run_1/closeup.png
Region (25, 8) to (65, 48) um. Cells in gray, sequential cells in the stronger gray; small squares are vias.
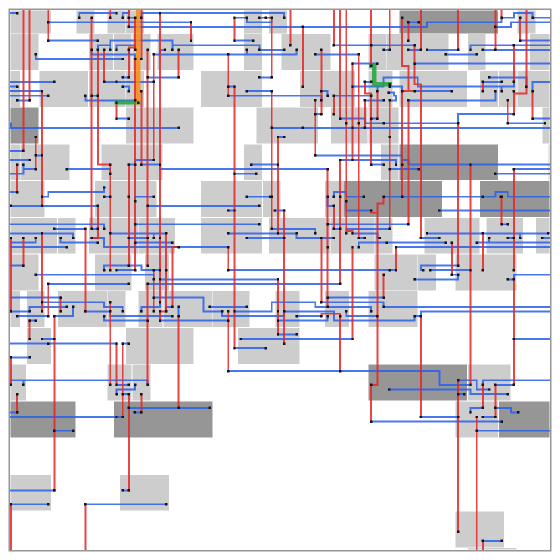
run_1/clock_wires.png
Bar = 20 um.
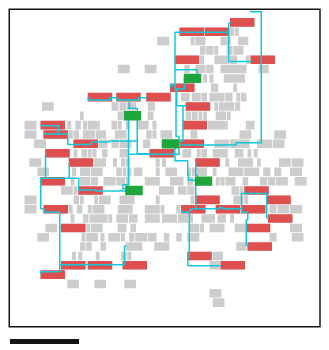
run_1/layers.png
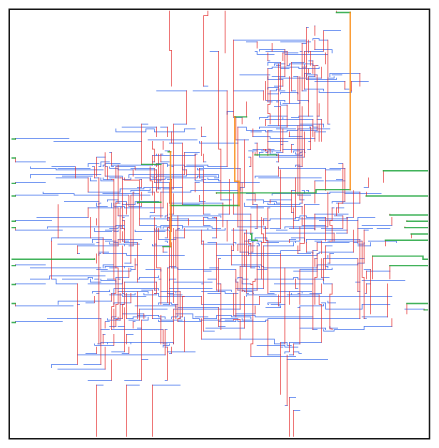
run_1/placed.png
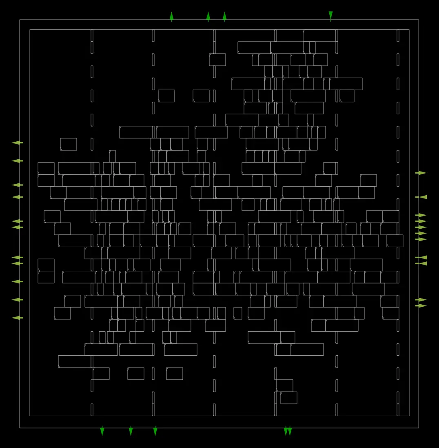
===== config.mk =====
export PLATFORM = sky130hd
export DESIGN_NAME = truth_table_prober
export DESIGN_NICKNAME = d
export VERILOG_FILES = /design/src/rtl/prober_pkg.sv /design/src/rtl/prober_sync2.sv /design/src/rtl/truth_table_prober.sv
export SDC_FILE = /design/constraint.sdc
export NUM_CORES = 1
export LEC_CHECK = 0
export CORE_AREA = 2 2 88 90
export DETAILED_ROUTE_END_ITERATION = 6
export DIE_AREA = 0 0 90 92
export GPL_TIMING_DRIVEN = 1
export SLEW_MARGIN = 20
export SYNTH_ARGS = -nofsm -noshare
export SYNTH_HDL_FRONTEND = slang
export SYNTH_HIERARCHICAL = 1
export SYNTH_SLANG_ARGS = --single-unit

===== constraint.sdc =====
create_clock -name clk -period 4.4 [get_ports clk]
set_clock_uncertainty 0.2 [all_clocks]
set_input_delay 0.44 -clock clk [delete_from_list [all_inputs] [get_ports clk]]
set_output_delay 0.44 -clock clk [all_outputs]
set_load 0.02 [all_outputs]

===== src/rtl/prober_pkg.sv =====
// Shared types and constants for the truth-table prober.
package prober_pkg;
  localparam int ROWS = 16;
  localparam int CNT_W = 8;
  localparam logic [15:0] EXPECTED_DEFAULT = 16'h70EC;

  typedef enum logic [1:0] {
    IDLE    = 2'd0,
    SETTLE  = 2'd1,
    CAPTURE = 2'd2,
    DONE    = 2'd3
  } state_e;
endpackage


===== src/rtl/prober_sync2.sv =====
// Two-flop synchronizer for the asynchronous circuit response; clears to 0 on reset.
module prober_sync2 (
  input  logic clk,
  input  logic rst_n,
  input  logic d,
  output logic q
);
  logic meta_q;
  logic sync_q;

  always_ff @(posedge clk) begin
    if (!rst_n) begin
      meta_q <= 1'b0;
      sync_q <= 1'b0;
    end else begin
      meta_q <= d;
      sync_q <= meta_q;
    end
  end

  assign q = sync_q;
endmodule


===== src/rtl/truth_table_prober.sv =====
// Sweeps all 16 input rows of a 4-input circuit, captures its output into a hex truth table
// and compares it with EXPECTED. Define PROBER_MAJORITY_EN for 2-of-3 glitch-filtered sampling.
module truth_table_prober
  import prober_pkg::*;
#(
  parameter int          SETTLE_CYCLES = 4,
  parameter logic [15:0] EXPECTED      = EXPECTED_DEFAULT
) (
  input  logic        clk,
  input  logic        rst_n,
  input  logic        start,
  input  logic        dut_out,
  output logic        drive_in1,
  output logic        drive_in2,
  output logic        drive_in3,
  output logic        drive_in4,
  output logic        busy,
  output logic        done,
  output logic [15:0] tt,
  output logic        pass,
  output logic [3:0]  fail_row
);
  localparam logic [CNT_W-1:0] SETTLE_INIT = CNT_W'(SETTLE_CYCLES);

  state_e            state_q, state_d;
  logic [3:0]        row_q, row_d;
  logic [CNT_W-1:0]  cnt_q, cnt_d;
  logic [15:0]       tt_q, tt_d;
  logic              pass_q, pass_d;
  logic [3:0]        fail_row_q, fail_row_d;
  logic              mism_q, mism_d;
  logic              s_out;
  logic              sample;
  logic [3:0]        bit_idx;

  prober_sync2 u_sync (
    .clk   (clk),
    .rst_n (rst_n),
    .d     (dut_out),
    .q     (s_out)
  );

`ifdef PROBER_MAJORITY_EN
  // s_out from the two preceding cycles, voted together with the current one
  logic [1:0] hist_q;

  always_ff @(posedge clk) begin
    if (!rst_n) hist_q <= 2'b00;
    else        hist_q <= {hist_q[0], s_out};
  end

  assign sample = (s_out & hist_q[0]) | (s_out & hist_q[1]) | (hist_q[0] & hist_q[1]);
`else
  assign sample = s_out;
`endif

  // Row 0 lands in the MSB, so the table bit for row r is 15-r.
  assign bit_idx = ~row_q;

  always_comb begin
    state_d    = state_q;
    row_d      = row_q;
    cnt_d      = cnt_q;
    tt_d       = tt_q;
    pass_d     = pass_q;
    fail_row_d = fail_row_q;
    mism_d     = mism_q;
    case (state_q)
      IDLE: begin
        if (start) begin
          state_d    = SETTLE;
          row_d      = 4'd0;
          cnt_d      = SETTLE_INIT;
          tt_d       = 16'h0000;
          pass_d     = 1'b0;
          fail_row_d = 4'd0;
          mism_d     = 1'b0;
        end
      end
      SETTLE: begin
        if (cnt_q == CNT_W'(1)) state_d = CAPTURE;
        else                    cnt_d   = cnt_q - CNT_W'(1);
      end
      CAPTURE: begin
        tt_d[bit_idx] = sample;
        if ((sample != EXPECTED[bit_idx]) && !mism_q) begin
          fail_row_d = row_q;
          mism_d     = 1'b1;
        end
        // pass resolves on the edge entering DONE so it appears together with done
        if (row_q == 4'd15) begin
          state_d = DONE;
          pass_d  = (tt_d == EXPECTED);
        end else begin
          state_d = SETTLE;
          row_d   = row_q + 4'd1;
          cnt_d   = SETTLE_INIT;
        end
      end
      DONE: begin
        state_d = IDLE;
      end
      default: begin
        state_d = IDLE;
      end
    endcase
  end

  always_ff @(posedge clk) begin
    if (!rst_n) begin
      state_q    <= IDLE;
      row_q      <= 4'd0;
      cnt_q      <= '0;
      tt_q       <= 16'h0000;
      pass_q     <= 1'b0;
      fail_row_q <= 4'd0;
      mism_q     <= 1'b0;
    end else begin
      state_q    <= state_d;
      row_q      <= row_d;
      cnt_q      <= cnt_d;
      tt_q       <= tt_d;
      pass_q     <= pass_d;
      fail_row_q <= fail_row_d;
      mism_q     <= mism_d;
    end
  end

  assign busy = (state_q == SETTLE) || (state_q == CAPTURE);
  assign done = (state_q == DONE);
  // Drives follow the current row only while sweeping; zero in IDLE and DONE.
  assign {drive_in1, drive_in2, drive_in3, drive_in4} = busy ? row_q : 4'd0;
  assign tt       = tt_q;
  assign pass     = pass_q;
  assign fail_row = fail_row_q;
endmodule


==> GITHUB_STEP_SUMMARY, run 1 <==
### Flow metrics

| Metric | Value |
|---|---|
| Crit path time final | `2.56 ns` |
| Cell with the most instances after synthesis | `nor2_1` |
| Sequential-cell power consumption | `0.000445 W` |
| Overall Power | `0.00117 W` |
| Hold_sp | `u_sync/meta_q$_SDFF_PN0_` |
| Cells after synthesis | `245` |
| Worst-margin pin slew | `0.692 ns` |
| Global route overflow | `0` |
| Max-cap viol count | `0` |
| Worst reg-to-reg path cell count | `7` |
| Mux area share | `8.31%` |
| Power in combinational cells | `0.000468 W` |
| Clock transition at path regs | `0.08 ns` |
| DR vias/cell | `4.55` |
| Yosys top cell area share | `35.1%` |
| Worst hold endpoint | `u_sync/q$_SDFF_PN0_` |
| DP HPWL | `3320 um` |
| Power density over cell area | `445 nW/um^2` |
| Inverter count | `11` |
| Final WS setup | `1.84 ns` |
| Ant diodes | `0` |
| Slew margin rel. | `53.8%` |
| Worst hold slack | `0.246 ns` |
| GPL Wtd Cong | `0.807` |
| Status | `finished clean` |
| Hold Path Depth | `1` |
| Num CTS Buffers | `5` |
| Dominant logic cell type in the layout | `nor2_1` |
| Clock buffers and inverters, area share | `3.63%` |
| Share of post-route cells with drive strength above 1 | `8.46%` |
| Detail Route Antenna Nets | `0` |
| Logic gate share of total power | `40.2%` |
| Dpl cells | `366` |
| Critical Path End Type | `output pin` |
| Multi-input gate area | `1280 sq um` |
| Hold crit path type | `reg -> reg` |
| Post-synth EDFFs | `0` |
-- closeup.png (at the start) --
- red: M2
- green: M3
- orange: M4
- blue: M1
- most frequent: nor2_1 (13), mux2i_1 (10)
- cells with their middle in the window: 86
- netlist names of flops here include: fail_row (2), row_q (2), tt (2)
- sequential cells in the window: 8

-- clock_wires.png (at the start) --
- green: clock-net drivers (count 5)
- cyan: clock wires (length 520 um)
- red: flip-flops (count 38)
- routed clock nets: 6
Late-Pin Clk Latency: 0.29 ns
reported clock group power: 0.000252 W
Clk network pwr share: 21.6%

-- layers.png (at the start) --
- orange: M4 (wire length 78.4 um)
- green: M3 (wire length 170 um)
- blue: M1 (wire length 2480 um)
- red: M2 (wire length 1900 um)
Global Route Usage Sum: 11.9%
Via Count: 1700

-- placed.png (at the start) --
fill count: 802
Final Util: 35.1%
Final Instance Count excl. Fillers: 374

run_1/m3.png
Bar = 20 um.
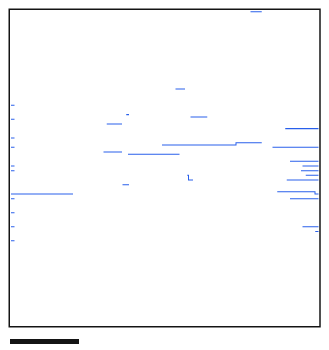

==> run 2, diff against run 1 <==
==> constraint.sdc (replaced) <==
create_clock -name clk -period 2.6 [get_ports clk]
set_clock_uncertainty 0.2 [all_clocks]
set_input_delay 0.26 -clock clk [delete_from_list [all_inputs] [get_ports clk]]
set_output_delay 0.26 -clock clk [all_outputs]
set_load 0.02 [all_outputs]
run_2/m3.png
Bar = 20 um.
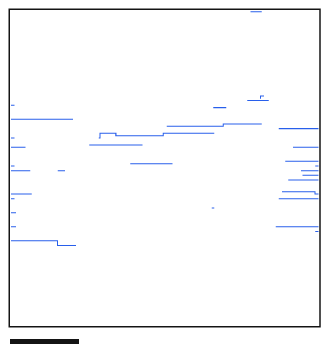
- wire length on this layer: 247 um
- share of all routed wire: 5.0%
- longest straight run: 17.7 um
- nets with wire on the layer: 29
routed wire length: 4910 um
met3 Usage GRT: 3.37%
Via Count: 1791

==> run 2 against run 1 <==
Cell area grew 1.3%. First-iteration DRC count grew to 2.6 times the previous value. Hold slack gained 0.033 ns. Largest cell class unchanged.
==> GITHUB_STEP_SUMMARY, run 2 <==
### Flow metrics

| Metric | Value |
|---|---|
| Status | `finished clean` |
| Fill count | `803` |
| GPL Wtd Cong | `0.801` |
| Synth Register Bits | `38` |
| Max-cap viol count | `0` |
| Reported clock group power | `0.000421 W` |
| Critical Path End Type | `output pin` |
| Dpl cells | `371` |
| Share of post-route cells with drive strength above 1 | `9.75%` |
| Setup crit end | `drive_in4` |
| DR vias/cell | `4.73` |
| # nets final | `294` |
| Clock buf count | `7` |
| Global route overflow | `0` |
| Logic gate share of total power | `41.2%` |
| Root buffer cell | `clkbuf_8` |
| Flop2flop setup slack | `0.38 ns` |
| Multi-input gate area | `1280 sq um` |
| Power in combinational cells | `0.000821 W` |
| Power density over cell area | `751 nW/um^2` |
| Synth top cells by count | `41 x nor2_1, 38 x dfxtp_1, 18 x mux2i_1, 17 x nand2_1, 16 x a21oi_1` |
| Cells after synthesis | `245` |
| Detail Route Antenna Nets | `0` |
| Late-Pin Clk Latency | `0.29 ns` |
| MI comb cells | `184` |
| Placed Area | `2560 sq um` |
| Dominant logic cell type in the layout | `nor2_1` |
| Num CTS Buffers | `5` |
| Overall Power | `0.00199 W` |
| Worst-margin pin slew | `0.676 ns` |
| Post-synth seq share | `35.1%` |
| Sequential-cell power consumption | `0.000748 W` |
| Hold_sp | `cnt_q[1]$_SDFFE_PN0P_` |
| Hold Path Depth | `2` |
| Yosys simple share | `27.8%` |
| Leading cell kind | `multi-input combinational cells` |
| Global Route Usage Sum | `12.6%` |
| Yosys top cell area share | `35.1%` |
| Clock transition at path regs | `0.08 ns` |
| Clk network pwr share | `21.2%` |
| Cell with the most instances after synthesis | `nor2_1` |
| Final Instance Count excl. Fillers | `379` |
| Vertical die size | `92 um` |
| Clock net sink count | `38` |
| CP startpoint | `state_q[0]$_SDFFE_PN0P_` |
| Crit path time final | `2.39 ns` |
| Post-synth EDFFs | `0` |
| Mux area share | `8.31%` |
| Slew margin rel. | `54.9%` |
| Inverter count | `11` |
| Post-CTS Setup Bufs | `0` |
| DP HPWL | `3580 um` |
| Hold crit path type | `reg -> reg` |
| Top Usage Layer GRT | `met2` |
| Clock buffers and inverters, area share | `3.45%` |
| Final WS setup | `0.213 ns` |
| Worst reg-to-reg path cell count | `7` |
| Ant diodes | `0` |
| Worst hold endpoint | `cnt_q[1]$_SDFFE_PN0P_` |
| Final Util | `35.6%` |
| Worst hold slack | `0.280 ns` |
| Critical path required time | `2.14 ns` |
No activity file was given, so power comes from the tool's default toggle rates.
